**src/rtl/cheri_pkg.sv**
```systemverilog
`default_nettype none
// ============================================================================
// Module      : cheri_pkg
// Description : Shared types and constants for the CHERI load-tag revocation
//               pipeline (FSM states, FIFO entry layout, idle parity word).
// Revision    : 1.0 - initial release
// ============================================================================
package cheri_pkg;

    typedef enum logic [1:0] {
        ST_IDLE = 2'd0,
        ST_REQ  = 2'd1,
        ST_WAIT = 2'd2
    } trvk_state_e;

    typedef struct packed {
        logic [4:0]  waddr;
        logic        tag;
        logic [31:0] base;
    } trvk_entry_t;

    // Inverted SECDED check bits of an all-zero 32-bit word
    localparam logic [6:0] NullParBits = 7'h2a;

endpackage
`default_nettype wire

```
**src/rtl/prim_secded_inv_39_32_enc.sv**
```systemverilog
`default_nettype none
// ============================================================================
// Module      : prim_secded_inv_39_32_enc
// Description : Hsiao SECDED (39,32) encoder with inverted check bits, so an
//               all-zero data word never yields an all-zero codeword.
// Revision    : 1.0 - initial release
// ============================================================================
module prim_secded_inv_39_32_enc (
    input  logic [31:0] data_i,
    output logic [38:0] data_o
);

    logic [38:0] w_d;
    logic [6:0]  w_chk;

    assign w_d = {7'h0, data_i};

    assign w_chk = {
        ^(w_d & 39'h0098505586),
        ^(w_d & 39'h002DCC624C),
        ^(w_d & 39'h00C2C1323B),
        ^(w_d & 39'h0031234ED1),
        ^(w_d & 39'h00413D89AA),
        ^(w_d & 39'h00DEBA8050),
        ^(w_d & 39'h002606BD25)
    };

    assign data_o = {w_chk ^ 7'h2a, data_i};

endmodule
`default_nettype wire

```
**src/rtl/cheri_trvk_pipe.sv**
```systemverilog
`default_nettype none
// ============================================================================
// Module      : cheri_trvk_pipe
// Description : Tracks completed capability loads, looks up the revocation
//               bitmap for tagged heap capabilities and releases the reserved
//               register with a tag-clear verdict, strictly in load order.
//               Optional macro CHERI_TRVK_PAR_EN adds SECDED check bits on the
//               register-file reservation/release buses.
// Revision    : 1.0 - initial release
// ============================================================================
module cheri_trvk_pipe
    import cheri_pkg::*;
#(
    parameter logic [31:0] HeapBase  = 32'h8000_0000,
    parameter logic [31:0] HeapTop   = 32'h8004_0000,
    parameter logic [31:0] RvkBase   = 32'h8300_0000,
    parameter int unsigned FifoDepth = 2
) (
    input  logic        clk_i,
    input  logic        rst_i,
    input  logic        clc_valid_i,
    output logic        clc_ready_o,
    input  logic [4:0]  clc_waddr_i,
    input  logic        clc_tag_i,
    input  logic [31:0] clc_base_i,
    output logic        rvk_req_o,
    output logic [31:0] rvk_addr_o,
    input  logic        rvk_gnt_i,
    input  logic        rvk_rvalid_i,
    input  logic [31:0] rvk_rdata_i,
    output logic        trsv_en_o,
    output logic [4:0]  trsv_addr_o,
    output logic [6:0]  trsv_par_o,
    output logic        trvk_en_o,
    output logic [4:0]  trvk_addr_o,
    output logic        trvk_clrtag_o,
    output logic [6:0]  trvk_par_o,
    output logic        busy_o
);

    localparam int unsigned       c_PW   = (FifoDepth > 2) ? 2 : 1;
    localparam logic [c_PW-1:0]   c_LAST = c_PW'(FifoDepth - 1);
    localparam logic [2:0]        c_FULL = 3'(FifoDepth);

    trvk_entry_t      r_mem [FifoDepth];
    logic [c_PW-1:0]  r_wptr;
    logic [c_PW-1:0]  r_rptr;
    logic [2:0]       r_count;
    trvk_state_e      r_state;
    logic             r_rvk_req;
    logic [31:0]      r_rvk_addr;
    logic             r_trvk_en;
    logic [4:0]       r_trvk_addr;
    logic             r_trvk_clrtag;

    logic             w_full;
    logic             w_empty;
    logic             w_push;
    logic             w_pop;
    trvk_entry_t      w_in;
    trvk_entry_t      w_head;
    logic             w_head_vld;
    logic             w_in_range;
    logic [31:0]      w_idx;
    logic [31:0]      w_lookup_addr;

    function automatic logic [c_PW-1:0] f_next(input logic [c_PW-1:0] p);
        return (p == c_LAST) ? '0 : p + 1'b1;
    endfunction

    assign w_full      = (r_count == c_FULL);
    assign w_empty     = (r_count == 3'd0);
    assign clc_ready_o = rst_i | ~w_full;
    assign w_push      = clc_valid_i & ~w_full & ~rst_i;
    assign trsv_en_o   = w_push;
    assign trsv_addr_o = w_push ? clc_waddr_i : 5'd0;

    // An empty FIFO forwards the incoming load so the no-lookup path has
    // single-cycle latency; push and pop then cancel in the count.
    assign w_in       = '{waddr: clc_waddr_i, tag: clc_tag_i, base: clc_base_i};
    assign w_head     = w_empty ? w_in : r_mem[r_rptr];
    assign w_head_vld = ~w_empty | w_push;

    assign w_in_range    = (w_head.base >= HeapBase) && (w_head.base < HeapTop);
    assign w_idx         = (w_head.base - HeapBase) >> 3;
    assign w_lookup_addr = RvkBase + {3'b000, w_idx[31:5], 2'b00};

    always_comb begin
        w_pop = 1'b0;
        case (r_state)
            ST_IDLE: w_pop = w_head_vld & ~(w_head.tag & w_in_range);
            ST_WAIT: w_pop = rvk_rvalid_i;
            default: w_pop = 1'b0;
        endcase
    end

    always_ff @(posedge clk_i) begin
        if (w_push) begin
            r_mem[r_wptr] <= w_in;
        end
    end

    always_ff @(posedge clk_i) begin
        if (rst_i) begin
            r_wptr  <= '0;
            r_rptr  <= '0;
            r_count <= 3'd0;
        end else begin
            if (w_push) begin
                r_wptr <= f_next(r_wptr);
            end
            if (w_pop) begin
                r_rptr <= f_next(r_rptr);
            end
            case ({w_push, w_pop})
                2'b10:   r_count <= r_count + 3'd1;
                2'b01:   r_count <= r_count - 3'd1;
                default: r_count <= r_count;
            endcase
        end
    end

    always_ff @(posedge clk_i) begin
        if (rst_i) begin
            r_state       <= ST_IDLE;
            r_rvk_req     <= 1'b0;
            r_rvk_addr    <= 32'd0;
            r_trvk_en     <= 1'b0;
            r_trvk_addr   <= 5'd0;
            r_trvk_clrtag <= 1'b0;
        end else begin
            r_trvk_en     <= 1'b0;
            r_trvk_addr   <= 5'd0;
            r_trvk_clrtag <= 1'b0;
            case (r_state)
                ST_IDLE: begin
                    if (w_head_vld) begin
                        if (w_head.tag && w_in_range) begin
                            r_state    <= ST_REQ;
                            r_rvk_req  <= 1'b1;
                            r_rvk_addr <= w_lookup_addr;
                        end else begin
                            r_trvk_en   <= 1'b1;
                            r_trvk_addr <= w_head.waddr;
                        end
                    end
                end
                ST_REQ: begin
                    if (rvk_gnt_i) begin
                        r_rvk_req <= 1'b0;
                        r_state   <= ST_WAIT;
                    end
                end
                ST_WAIT: begin
                    if (rvk_rvalid_i) begin
                        r_trvk_en     <= 1'b1;
                        r_trvk_addr   <= w_head.waddr;
                        r_trvk_clrtag <= rvk_rdata_i[w_idx[4:0]];
                        r_state       <= ST_IDLE;
                    end
                end
                default: r_state <= ST_IDLE;
            endcase
        end
    end

    assign rvk_req_o     = r_rvk_req;
    assign rvk_addr_o    = r_rvk_addr;
    assign trvk_en_o     = r_trvk_en;
    assign trvk_addr_o   = r_trvk_addr;
    assign trvk_clrtag_o = r_trvk_clrtag;
    assign busy_o        = ~w_empty | (r_state != ST_IDLE);

`ifdef CHERI_TRVK_PAR_EN
    logic [38:0] w_trsv_cw;
    logic [38:0] w_trvk_cw;

    prim_secded_inv_39_32_enc u_trsv_enc (
        .data_i ({26'h0, trsv_en_o, trsv_addr_o}),
        .data_o (w_trsv_cw)
    );

    prim_secded_inv_39_32_enc u_trvk_enc (
        .data_i ({25'h0, trvk_en_o, trvk_clrtag_o, trvk_addr_o}),
        .data_o (w_trvk_cw)
    );

    assign trsv_par_o = w_trsv_cw[38:32];
    assign trvk_par_o = w_trvk_cw[38:32];
`else
    assign trsv_par_o = 7'h0;
    assign trvk_par_o = 7'h0;
`endif

endmodule
`default_nettype wire

```
**config.mk**
```make
export PLATFORM = sky130hd
export DESIGN_NAME = cheri_trvk_pipe
export DESIGN_NICKNAME = d
export VERILOG_FILES = /design/src/rtl/cheri_pkg.sv /design/src/rtl/prim_secded_inv_39_32_enc.sv /design/src/rtl/cheri_trvk_pipe.sv
export SDC_FILE = /design/constraint.sdc
export NUM_CORES = 1
export LEC_CHECK = 0
export ABC_AREA = 1
export CORE_MARGIN = 5
export CORE_UTILIZATION = 45
export DETAILED_ROUTE_END_ITERATION = 8
export PLACE_DENSITY = 0.7
export SYNTH_ARGS = -nofsm -noshare
export SYNTH_HDL_FRONTEND = slang
export SYNTH_SLANG_ARGS = --single-unit
```
**constraint.sdc**
```tcl
create_clock -name clk_i -period 4.9 [get_ports clk_i]
set_input_delay 1.225 -clock clk_i [delete_from_list [all_inputs] [get_ports clk_i]]
set_output_delay 1.225 -clock clk_i [all_outputs]
set_load 0.02 [all_outputs]
```
Run 1, routed metal per tile:
(3 px per micron) 25 x 25 tiles, from white (low) to dark blue (high), scaled to the fullest tile. Values are wire area over tile area, all layers added.
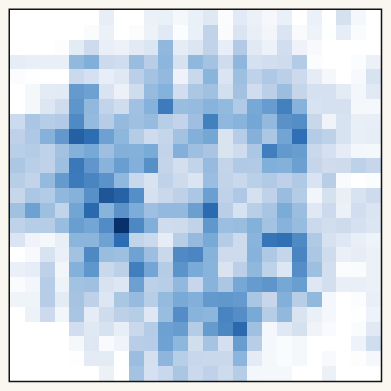
tiles over half the peak	14%
nearly empty tiles	13%
mean over tiles	0.16
fullest tile	0.61
densest ninth of the die	west
overall routed net length: 15300 microns
Avg WL per Cell: 15.2 microns
Total GRT Usage: 20.8%
via count: 4919

Run 1, logic cells by family:
(4 px per micron)
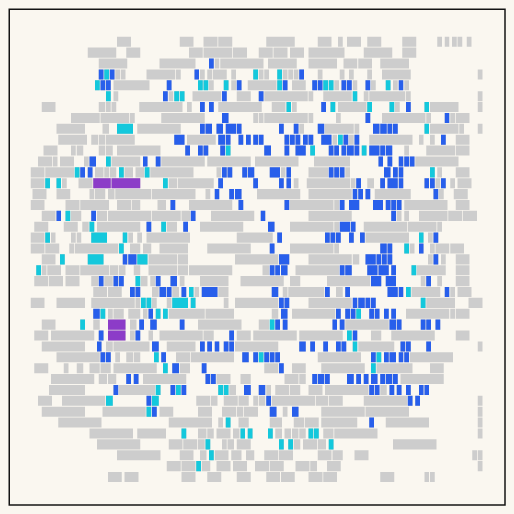
family	color	cells
fa/ha/maj cells	purple	4
nor cells	cyan	89
nand cells	blue	272
dominant logic cell type in the layout: nand2_1
multi-input gate share of total cell area: 26.9%
Final Non-Filler Cells: 1004

Run 1, met4 routing:
(4 px per micron) Supply wires on this layer in gray.
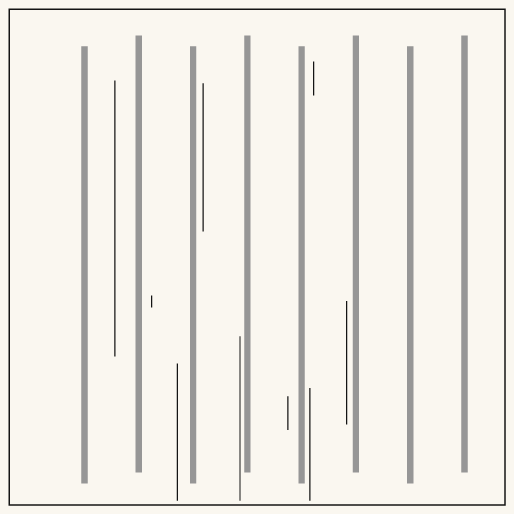
longest straight run	68.7 microns
nets with wire on the layer	7
share of all routed wire	1.7%
wire length on this layer	258 microns

==> flow_metrics.env, run 1 <==
# yosys + openroad results
export IMPL_drive_gt1_share_pct=6.01
export IMPL_r2r_cells=19
export IMPL_crit_cells=6
export IMPL_cts_inserted_buffers=17
export IMPL_tightest_slew_ps=800
export IMPL_htreeDepth=4
export IMPL_seq_area_sq_um=3120
export IMPL_period_used_pct=87.8
export IMPL_fillCellCount=1133
export IMPL_die_area_sq_um=15300
export IMPL_grt_pass1_wl_microns=23900
export IMPL_clock_sinks=118
export IMPL_fin_skew_ps=6.40
export IMPL_status="completed"
export IMPL_cp_slowest_cell="clkdlybuf4s50_1"
export IMPL_start_kind="input port"
export IMPL_synthCells=701
export IMPL_post_place_cells=972
export IMPL_endpoint="trsv_addr_o[1]"
export IMPL_cts_resized=0
export IMPL_cp_end_kind="output pin"
export IMPL_worst_r2r_endpoint="r_count[1]"
export IMPL_period_needed_ps=4300
export IMPL_yosys_cells=701
export IMPL_num_antenna_cells=0
export IMPL_crit_path_max_fanout=8
export IMPL_yosys_stat_seqShare_pct=53.8
export IMPL_postCtsSetupBuffers=0
export IMPL_synth_area_per_cell_sq_um=8.28
export IMPL_route_detailed_drc=0
export IMPL_path_class="input port to output pin"
export IMPL_timing_fmax_mhz=232
export IMPL_largest_reg_flops=76
export IMPL_critPathMaxStageDelay_ps=620
export IMPL_powerDensity_nw_per_um2=600
export IMPL_top_area_cell="edfxtp_1"
export IMPL_routabilityCongestion=0.833
export IMPL_ys_types=34
export IMPL_synth_flops=118
export IMPL_clockBufferDepth=2
export IMPL_critical_path_top_delay_family="buffers and inverters"
export IMPL_ys_area_sq_um=5800
export IMPL_ir_worst_vdd_uv=316
export IMPL_num_io_pins=137
export IMPL_cap_violations=0
export IMPL_setup_tns_ps=0
export IMPL_grt_pass1_vias=4837
export IMPL_ant_nets=0
export IMPL_via_per_inst=4.90
export IMPL_tritoncts="yes"
export IMPL_slew_headroom_pct=46.7
export IMPL_arrival_ps=3080
export IMPL_fp_util_pct=46.0
export IMPL_cp_startpoint="clc_valid_i"
export IMPL_finalHoldViolations=0
export IMPL_grt_max_degree=39
export IMPL_top_register="r_mem"
export IMPL_die_x_microns=124
export IMPL_whs_path_depth=2
export IMPL_min_delay_start="rvk_addr_o[31]"
export IMPL_area_growth_pct=30.9
export IMPL_cts_hold_buf=0
export IMPL_r2r_start="r_count[2]"
export IMPL_utilization_pct=60.2
export IMPL_die_size_y_microns=124
export IMPL_core_sq_um=12600
export IMPL_cp_buffers_inverters=3
export IMPL_slew_viol_final=0
export IMPL_nNetsFinal=898
==> run 1: routing by layer <==
metal	GRT usage (%)	vias up	wire, microns	part of all wire (%)
li1	-	2421	-	-
met1	25.6	2287	6400	42
met2	35.0	189	7610	50
met3	5.54	22	999	6.5
met4	7.96	0	257	1.7
met5	0	-	0	0
==> run 1: placed cells by master, fill, tap and decap left out, types with 2 or more instances in the layout <==
| master | netlist | routed |
|---|---|---|
| a21oi_1 | 12 | 12 |
| a31oi_1 | 6 | 6 |
| and3_1 | 5 | 5 |
| buf_4 | 21 | 13 |
| bufinv_16 | 0 | 3 |
| clkbuf_1 | 5 | 2 |
| clkbuf_16 | 0 | 17 |
| clkdlybuf4s50_1 | 0 | 116 |
| clkinv_1 | 2 | 5 |
| clkinv_2 | 0 | 5 |
| conb_1 | 1 | 20 |
| dfxtp_1 | 42 | 42 |
| edfxtp_1 | 76 | 76 |
| ha_1 | 3 | 3 |
| inv_1 | 97 | 97 |
| nand2_1 | 214 | 214 |
| nand3_1 | 39 | 39 |
| nand3b_1 | 17 | 17 |
| nor2_1 | 84 | 82 |
| nor2_4 | 2 | 4 |
| nor3_1 | 2 | 2 |
| o211ai_1 | 7 | 7 |
| o21ai_0 | 23 | 23 |
| o21ai_1 | 4 | 4 |
| o21bai_1 | 2 | 2 |
| o221ai_1 | 2 | 2 |
| o22ai_1 | 2 | 2 |
| or2_2 | 3 | 3 |
==> run 1: cells by family after synthesis <==
kind of cell,synth area share [%]
AND-OR/OR-AND,5.97
adder cells (fa/ha/maj),0.992
buffers and inverters,12.4
flip-flops,53.8
other,0.0646
AND/OR/NAND/NOR,26.7
==> run 1: layout make-up <==
class	instances	share of cell area (%)
Sequential cell	118	41.1
Timing Repair Buffer	129	16.6
Clock buffer	20	5.88
Tap cell	172	2.83
Clock inverter	12	1.76
Inverter	100	4.94
Multi-Input combinational cell	453	26.9
==> run 1: stage by stage <==
step | power (W) | cell area [sq um] | setup WS, ps | hold slack (ps)
6_report | 0.00456 | 7600 | 597 | 455
5_1_grt | 0.00487 | 7600 | 441 | 491
4_1_cts | 0.00458 | 7600 | 570 | 461
3_5_place_dp | 0.00335 | 7020 | 572 | 441
3_3_place_gp | 0.00330 | 7020 | 635 | 449
2_1_floorplan | 0.00272 | 5870 | 672 | 475
==> run 1: Yosys cell counts <==
master	instances
nand2_1	214
inv_1	97
nor2_1	84
edfxtp_1	76
dfxtp_1	42
nand3_1	39
o21ai_0	23
buf_4	21
nand3b_1	17
buf_2	13
a21oi_1	12
buf_6	9
o211ai_1	7
a31oi_1	6
and3_1	5
clkbuf_1	5
o21ai_1	4
ha_1	3
or2_2	3
clkinv_1	2
nor2_4	2
nor3_1	2
o21bai_1	2
o221ai_1	2
o22ai_1	2
buf_1	1
conb_1	1
fa_1	1
inv_2	1
nand2_2	1
nand2_4	1
nor3b_1	1
o2111ai_1	1
o21a_1	1
==> run 1: power by group <==
part | total [W] | internal, W | switching, W
Sequential | 0.00132 | 0.00124 | 0.0000878
Clock | 0.00122 | 0.000801 | 0.000424
Combinational | 0.00201 | 0.000731 | 0.00128
Total | 0.00456 | 0.00277 | 0.00179
==> run 1 -> run 2 <==
--- a/config.mk
+++ b/config.mk
@@ -6,8 +6,10 @@
 export NUM_CORES = 1
 export LEC_CHECK = 0
 export ABC_AREA = 1
+export ABC_CLOCK_PERIOD_IN_PS = 4900
 export CORE_MARGIN = 5
 export CORE_UTILIZATION = 45
+export CTS_CLUSTER_DIAMETER = 100
 export DETAILED_ROUTE_END_ITERATION = 8
 export PLACE_DENSITY = 0.7
 export SYNTH_ARGS = -nofsm -noshare
Run 2, congestion heat map:
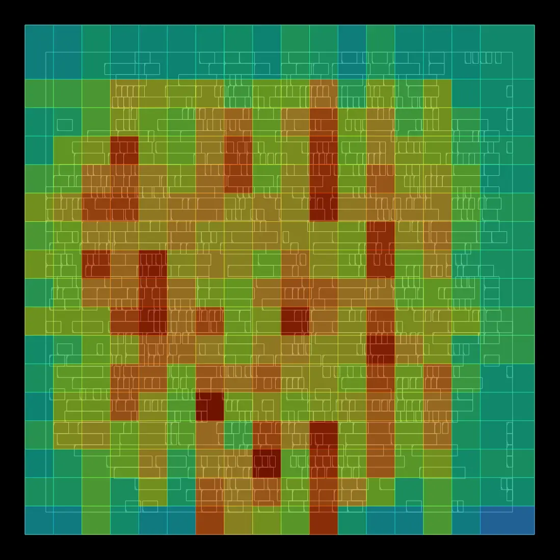
grt met2 use: 35.0%
GR met1 Demand/Resource: 25.6%
Core Util, Final: 60.2%

Run 2, met4 routing:
(4 px per micron) Supply wires on this layer in gray.
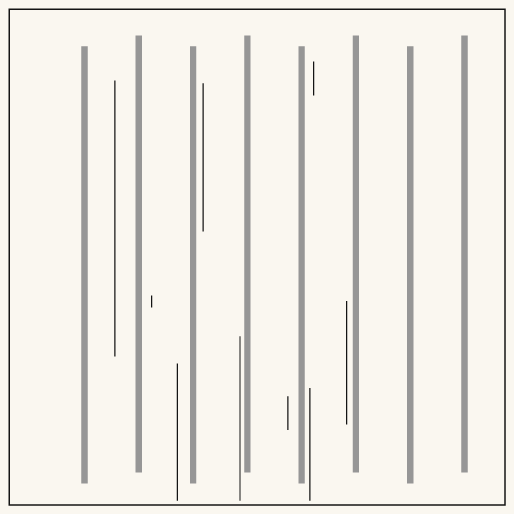
share of all routed wire	1.7%
nets with wire on the layer	7

Run 2, layout detail:
Window x 47 to 77, y 22 to 52 microns. Cells in gray, sequential cells in the stronger gray; small squares are vias.
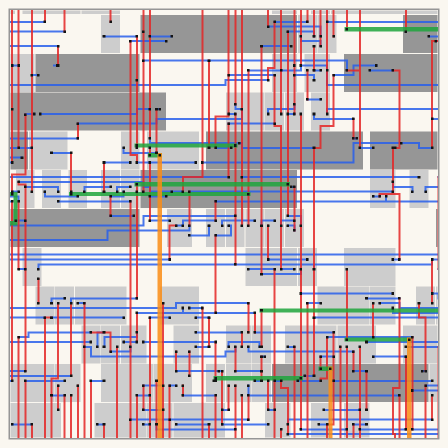
layer	color
M2	red
M1	blue
M4	orange
M3	green
most frequent	nand2_1 (21), clkdlybuf4s50_1 (12)
netlist names of flops here include	r_mem (7)
sequential cells in the window	8
cells with their middle in the window	67

==> run 2 against run 1 <==
Net effect:
- worst setup slack unchanged
- highest routed layer unchanged
- non-clock buffer count unchanged
- utilization unchanged
- largest power group unchanged
- critical path type unchanged
- synthesized cell count unchanged
- first-iteration DRC count unchanged
- sequential power about the same
==> flow_metrics.env, run 2 <==
# yosys + openroad results
export IMPL_cp_end_kind="output pin"
export IMPL_clk_pin_slew_worst_paths_ps=50
export IMPL_timing_fmax_mhz=232
export IMPL_clock_sinks=118
export IMPL_clockBufferDepth=2
export IMPL_powerDensity_nw_per_um2=600
export IMPL_most_common_layout_cells="214 x nand2_1, 116 x clkdlybuf4s50_1, 97 x inv_1"
export IMPL_edf_count=76
export IMPL_ys_area_sq_um=5800
export IMPL_gr_usage_all_layers_pct=20.8
export IMPL_drt_wl_total_microns=15300
export IMPL_num_antenna_cells=0
export IMPL_final_area_sq_um=7600
export IMPL_htreeDepth=4
export IMPL_finalHoldViolations=0
export IMPL_yosys_stat_seqShare_pct=53.8
export IMPL_die_area_sq_um=15300
export IMPL_grt_max_degree=39
export IMPL_routabilityCongestion=0.833
export IMPL_vias=4919
export IMPL_setup_tns_ps=0
export IMPL_dominantRegCellSynth="edfxtp_1"
export IMPL_critPathMaxStageDelay_ps=620
export IMPL_period_needed_ps=4300
export IMPL_async_flop_share_pct=0
export IMPL_cts_inserted_buffers=17
export IMPL_largest_reg_flops=76
export IMPL_sw_frac_of_total_pct=39.2
export IMPL_postCtsSetupBuffers=0
export IMPL_post_place_cells=972
export IMPL_nNetsFinal=898
export IMPL_start_kind="input port"
export IMPL_wl_per_cell_microns=15.2
export IMPL_placed_area_sq_um=7020
export IMPL_path_class="input port to output pin"
export IMPL_intPower_w=0.00277
export IMPL_cp_buffers_inverters=3
export IMPL_pwr_share_clk_pct=26.9
export IMPL_num_io_pins=137
export IMPL_netlist_top_cells_count="214 x nand2_1, 97 x inv_1, 84 x nor2_1, 76 x edfxtp_1, 42 x dfxtp_1"
export IMPL_fin_cells=1004
export IMPL_die_x_microns=124
export IMPL_top_register="r_mem"
export IMPL_ant_nets=0
export IMPL_crit_path_max_fanout=8
export IMPL_seq_power_share_pct=29.1
export IMPL_arrival_ps=3080
export IMPL_tightest_slew_ps=800
export IMPL_route_detailed_drc=0
export IMPL_period_used_pct=87.8
export IMPL_synth_area_per_cell_sq_um=8.28
export IMPL_fp_util_pct=46.0
export IMPL_synth_top_cell_by_count="nand2_1"
export IMPL_tritoncts="yes"
export IMPL_cts_resized=0
export IMPL_fillCellCount=1133
export IMPL_cts_hold_buf=0
export IMPL_grt_pass1_vias=4837
export IMPL_synthCells=701
export IMPL_yosys_cells=701
export IMPL_ir_worst_vdd_uv=316
export IMPL_ys_types=34
export IMPL_final_common_cell="nand2_1"
export IMPL_fin_skew_ps=6.40
export IMPL_cp_slowest_cell="clkdlybuf4s50_1"
export IMPL_core_sq_um=12600
export IMPL_drive_gt1_share_pct=6.01
export IMPL_critical_path_top_delay_family="buffers and inverters"
export IMPL_slew_viol_final=0
export IMPL_status="completed"
export IMPL_crit_cells=6
export IMPL_area_growth_pct=30.9
export IMPL_via_per_inst=4.90
==> run 2: cell counts in the layout (fill, tap and decap cells not counted) <==
No cell type changed its count.
==> run 2: routing by layer <==
metal / wire [microns] / track usage, %
met5: 0 / 0
met3: 999 / 5.54
met1: 6400 / 25.6
met2: 7610 / 35.0
met4: 257 / 7.96
==> run 2: power by group through the flow <==
stage,logic (W),registers (W),clock network [W]
3_3_place_gp,0.00197,0.00133,0
3_5_place_dp,0.00200,0.00134,0
4_1_cts,0.00202,0.00133,0.00124
6_report,0.00201,0.00132,0.00122
5_1_grt,0.00224,0.00134,0.00129
2_1_floorplan,0.00126,0.00146,0
==> run 2: worst paths after layout <==
path | from | end
min reg2reg | rvk_addr_o[31] | rvk_addr_o[31]
max | clc_valid_i | trsv_addr_o[1]
max reg2reg | r_count[2] | r_count[1]
min | rvk_addr_o[31] | rvk_addr_o[31]
==> run 2: stage by stage <==
stage	setup WS [ps]	power [W]
detailed placement	572	0.00335
floorplan	672	0.00272
CTS	570	0.00458
finish	597	0.00456
global placement	635	0.00330
global route	441	0.00487
==> run 2: logic make-up after synthesis <==
| logic type | synth area share [%] |
|---|---|
| and+or+nand+nor | 26.7 |
| buffers and inverters | 12.4 |
| DFF | 53.8 |
| AOI/OAI and AO/OA | 5.97 |
| adders and majority gates | 0.992 |
| other | 0.0646 |
==> run 2: tightest hold or removal path, delay by kind of cell, from the launching register on <==
family	cells	cell delay, ps
AND-OR/OR-AND	1	50
buffers and inverters	1	50
flip-flops	1	310
==> run 2: final cells by class <==
cell class              instances  area [sq um]  area share, %
flip-flops and latches        118          3120           41.1
multi-input cells             453          2040           26.9
repair buffers                129          1260           16.6
clock buffers                  20           447           5.88
inverters                     100           375           4.94
well taps                     172           215           2.83
clock inverters                12           134           1.76
Power is estimated from default activity; no workload was simulated.
